Fig. 1: run 1, gate families picked out
Bar = 20 um.
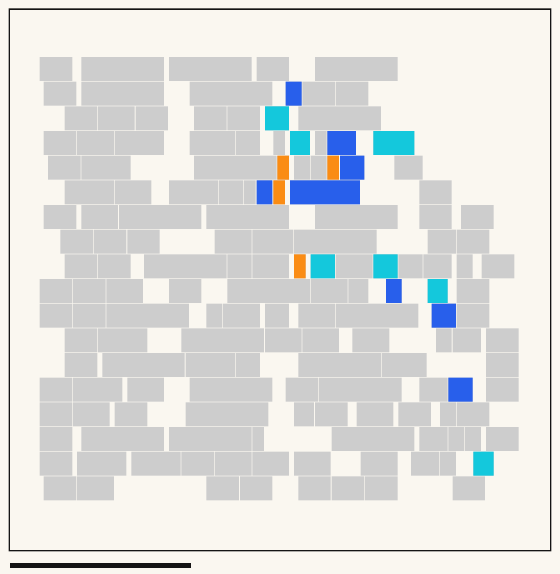
Fig. 2: run 1, routed metal, one color a layer
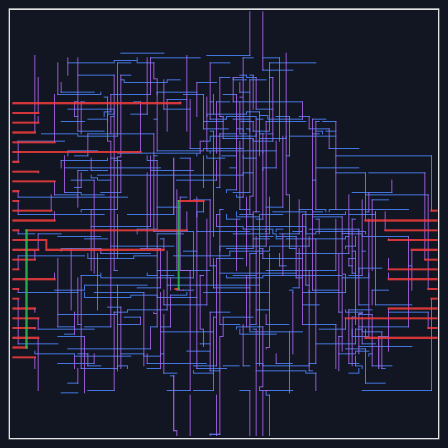
Fig. 3: run 1, the clock network
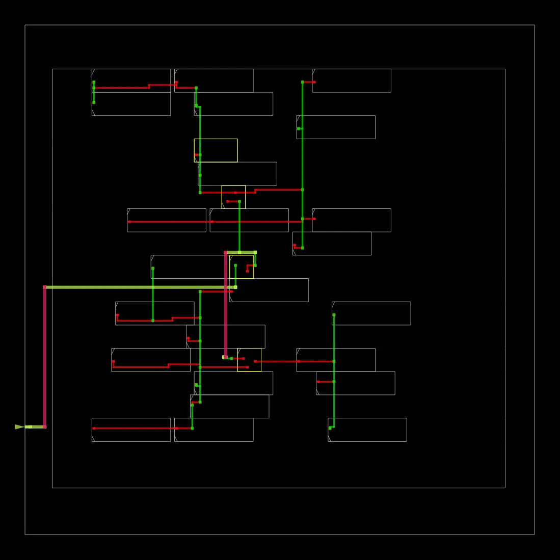
Design wb_stage, sky130hd; sources not shown.
==> results.toml, run 1 <==
# implementation run metrics
[setup_path]
r2r_setup_slack_ps = 1290
end_kind = "output pin"
cp.depth = 6
slowest_stage = "clkdlybuf4s50_1"
rr_worst_depth = 5
cp.buffers_inverters = 3
path_class = "flop to output pin"
critPathArrivalTime_ps = 2240
critPathTopFamily = "buffers and inverters"
cp-start-kind = "flop"

[floorplan]
fp_util_pct = 50.92
chip_area_um2 = 3546
core_um2 = 2590
tap-cell-count = 30
die_w_um = 59.55

[sta]
maxSlewHeadroom_pct = 23.83
final_hold_viol_count = 0
skew_ps = 1.172
grt_setup_unrepaired = "false"
finalSetupViolations = 0
period_needed_ps = 2836
tightest_slew_ps = 1143

[layout]
area_delta_synth_final_pct = 43.83
mi_logic_area_um2 = 675.6
layout-drive-gt1-share_pct = 26.75
nNetsFinal = 193
regArea_um2 = 600.6
dominant_cells = "logic gates"
nFillCells = 180
most-common-layout-cells = "clkdlybuf4s50_1, dfrtp_1, mux2_2"
clk_share_pct = 1.913
fin_util_pct = 73.24

[yosys]
netlist_area_um2 = 1319
area_leaders = "dfrtp_1, mux2_2, mux2_4"
edf_count = 0
post_synth_mux_area_share_pct = 27.99
synth.distinct_cells = 30
postSynthSeqShare_pct = 45.54
yosys.area_share.aoi_pct = 7.116
synthXorXnorAreaFrac_pct = 3.985
synth.avg_cell_area_um2 = 12.93

[place]
gp_congestion = 0.7727
port_buffers = 50
place_hpwl_um = 2496

[global_routing]
grt_max_degree = 25
grt_overflow_total = 0
grt_use_met3_pct = 4.357
grt_pass1_vias = 1124
grt_antenna_before_repair = 0

[power]
clk-power_mw = 0.166
p_switching_mw = 0.3571
pg_seq_mw = 0.486
ir_worst_vdd_mv = 0.4726
power.density_nw_per_um2 = 586.7
comb_power_mw = 0.461
power_frac_comb_pct = 41.4
p_leak_nw = 0.7868
power.group.top = "registers"

[clocking]
clk_path_buf_depth = 2
numCtsBuffers = 3
clock-root-buffer = "clkbuf_4"
clkTransAtPathRegs_ps = 120
cts_tree = "done"
ctsResizeCount = 0

[run_status]
status = "completed"

[routing]
drcViolationCount = 0
wl_met1_um = 1267
final_antenna_net_count = 0
dr_wl_met3_um = 234
avgViaCountPerCell = 5.439

[min_path]
min_path_type = "flop to flop"
## Picture notes: Fig. 1
family	color	cells
inverters	orange	4
inverting AOI/OAI gates	blue	8
AND and OR gates	cyan	7
most numerous logic cell after layout: clkdlybuf4s50_1
Non-Filler Instances: 187
combinational share of cell area: 35.62%

## Picture notes: Fig. 2
layer	color	wire length
metal 1	blue	1270 um
metal 3	red	235 um
metal 4	green	28.6 um
metal 2	purple	1590 um
WL/cell: 16.69 um
total via count in the routed design: 1017
Post-Route WL: 3121 um
GRT Total Usage: 19.11%

## Picture notes: Fig. 3
flop count: 24
clk ins delay skew pair: 310 ps
clk sinks: 24

## run 1: stage by stage
step                cell area (um^2)  cells
detailed placement              1857    182
finish                          1897    187
CTS                             1893    186
global route                    1897    187
floorplan                       1319    102
global placement                1857    182
## run 1: synth_stat cells (2+ instances only)
| cell type | number |
|---|---|
| or4_1 | 2 |
| nor2_1 | 2 |
| dfrtp_1 | 24 |
| buf_6 | 2 |
| mux2i_1 | 2 |
| o21ai_0 | 2 |
| nand3_1 | 8 |
| inv_1 | 3 |
| mux2_2 | 19 |
| a211oi_1 | 2 |
| mux2_4 | 9 |
| a21o_1 | 2 |
| nand4_1 | 2 |
| xnor2_1 | 6 |
| or2_2 | 2 |
Fig. 4: run 1, ports around the boundary
Pins as bars across the die edge, other pins in gray.
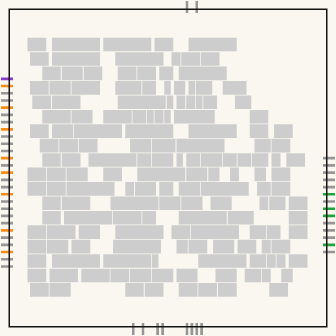

==> run 2: changes to the inputs <==
CORE_MARGIN = 2   (was 3)
Fig. 5: run 2, ports around the boundary
Pins as bars across the die edge, other pins in gray.
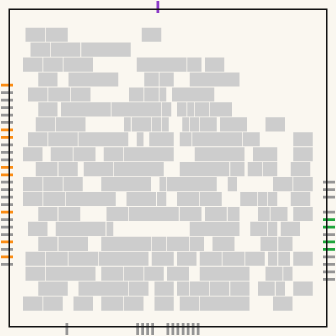
port	color	pins	direction	edge
ex_result	orange	8	input	west
srcB	green	4	input	east
err_timeout	purple	1	output	north
all pins by edge	25 west, 13 east, 12 south, 1 north
die height: 57.55 um
Die X: 57.55 um
port bufs: 50

Fig. 6: run 2, routed metal, one color a layer
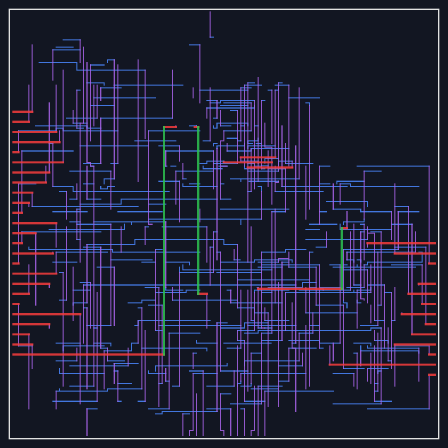
layer	color	wire length
metal 2	purple	1560 um
metal 3	red	191 um
metal 1	blue	1190 um
metal 4	green	61.2 um
Post-Route WL: 3005 um
total via count in the routed design: 1029

==> run 2 against run 1 <==
Compared with the run above: fmax increased by 0.47%; synthesized area is the same; synthesized cell count unchanged; critical path depth is 1 lower; clock power down 17%; die size is 6.6% lower; core utilization decreased by 4.3 points; first-iteration DRC count up 91%; critical endpoint is now hazardB.
==> results.toml, run 2 <==
# implementation run metrics
[run_status]
status = "completed"

[yosys]
postSynthSeqShare_pct = 45.54
top_cell = "dfrtp_1"
netlist_area_um2 = 1319
area_leaders = "dfrtp_1, mux2_2, mux2_4"
yosysTopAreaCell = "dfrtp_1"
edf_count = 0
synth.distinct_cells = 30

[global_routing]
grt_overflow_total = 0
grt_use_total_pct = 20.68
grt_antenna_before_repair = 0
grt_pass1_vias = 1111
grt_use_met3_pct = 3.401
grt_max_degree = 25

[floorplan]
core_um2 = 2734
fp_util_pct = 48.24
chip_area_um2 = 3311

[power]
power.group.top = "registers"
ir_worst_vdd_mv = 0.4244
clk-power_mw = 0.137
power_mw = 1.080
power.density_nw_per_um2 = 573.0
p_leak_nw = 0.7797
power_frac_comb_pct = 42.5
comb_power_mw = 0.459
p_switching_mw = 0.3514

[place]
place_hpwl_um = 2381
numPlacedInstances = 183
dpl-instance-area_um2 = 1858
gp_congestion = 0.7955
dp_slack_ps = 174.0

[layout]
most-common-layout-cells = "clkdlybuf4s50_1, dfrtp_1, mux2_2"
area_delta_synth_final_pct = 42.88
nNetsFinal = 193
fin_cells = 187
mi_logic_area_um2 = 675.6
nFillCells = 186
layout-drive-gt1-share_pct = 26.28
regArea_um2 = 600.6
layout_top_cell = "clkdlybuf4s50_1"
final_area_um2 = 1884
fin_util_pct = 68.92

[clocking]
cts_tree = "done"
clkTransAtPathRegs_ps = 120
clock-root-buffer = "clkbuf_4"
ctsResizeCount = 0
cts.sinks = 24
numCtsBuffers = 3
clk_path_buf_depth = 2

[setup_path]
critPathTopFamily = "buffers and inverters"
cp.depth = 5
critPathArrivalTime_ps = 2220
rr_worst_depth = 5
cp-start-kind = "input port"
path_max_fanout = 2
r2r_setup_slack_ps = 1350
max_stage_delay_ps = 640
path_class = "input port to output pin"
slowest_stage = "clkdlybuf4s50_1"
cp.buffers_inverters = 2

[routing]
wl_met1_um = 1193
dr_wl_met3_um = 191
avgViaCountPerCell = 5.503
final_antenna_net_count = 0
drcViolationCount = 0
drt-wirelength-per-cell_um = 16.07

[min_path]
min_path_type = "flop to flop"

[sta]
final_hold_viol_count = 0
tightest_slew_ps = 1072
period_needed_ps = 2823
finalSetupViolations = 0
skew_ps = 7.218
grt_setup_unrepaired = "false"
maxSlewHeadroom_pct = 28.56
Fig. 7: run 2, register map, names as in the netlist
Other sequential cells in the stronger gray, the rest of the logic in the fainter gray.
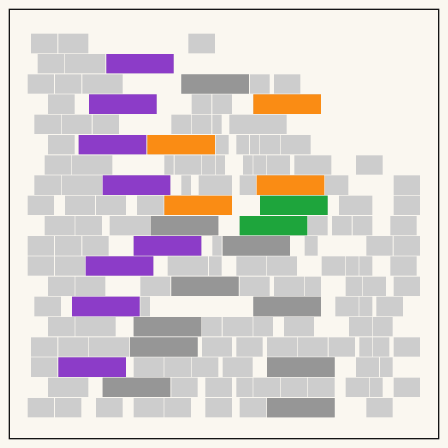
netlist name	color	placed flops
r_state	green	2
r_count	orange	4
writeValue	purple	8
sequential fraction of total cell area: 31.87%
P_seq: 0.484 mW

[run 2: cell counts after synthesis]
Identical to the previous run, type by type.
[run 2: logic make-up (layout without fill, tap and decap cells)]
kind of cell | after synthesis | in the layout | share of synthesized area [%]
adder cells (fa/ha/maj) | 1 | 1 | 0.9486
AND/OR/NAND/NOR | 23 | 23 | 11.20
multiplexers | 30 | 30 | 27.99
buffers and inverters | 7 | 61 | 3.225
XOR/XNOR | 6 | 6 | 3.985
flip-flops | 24 | 24 | 45.54
AND-OR/OR-AND | 11 | 11 | 7.115
[run 2: final cells by class]
cell class | instances | area share (%)
multi-input cells | 71 | 35.86
flip-flops and latches | 24 | 31.87
repair buffers | 51 | 26.76
well taps | 31 | 2.058
plain buffers | 3 | 1.461
clock buffers | 3 | 1.195
inverters | 4 | 0.7968
Power and IR drop assume default switching activity.
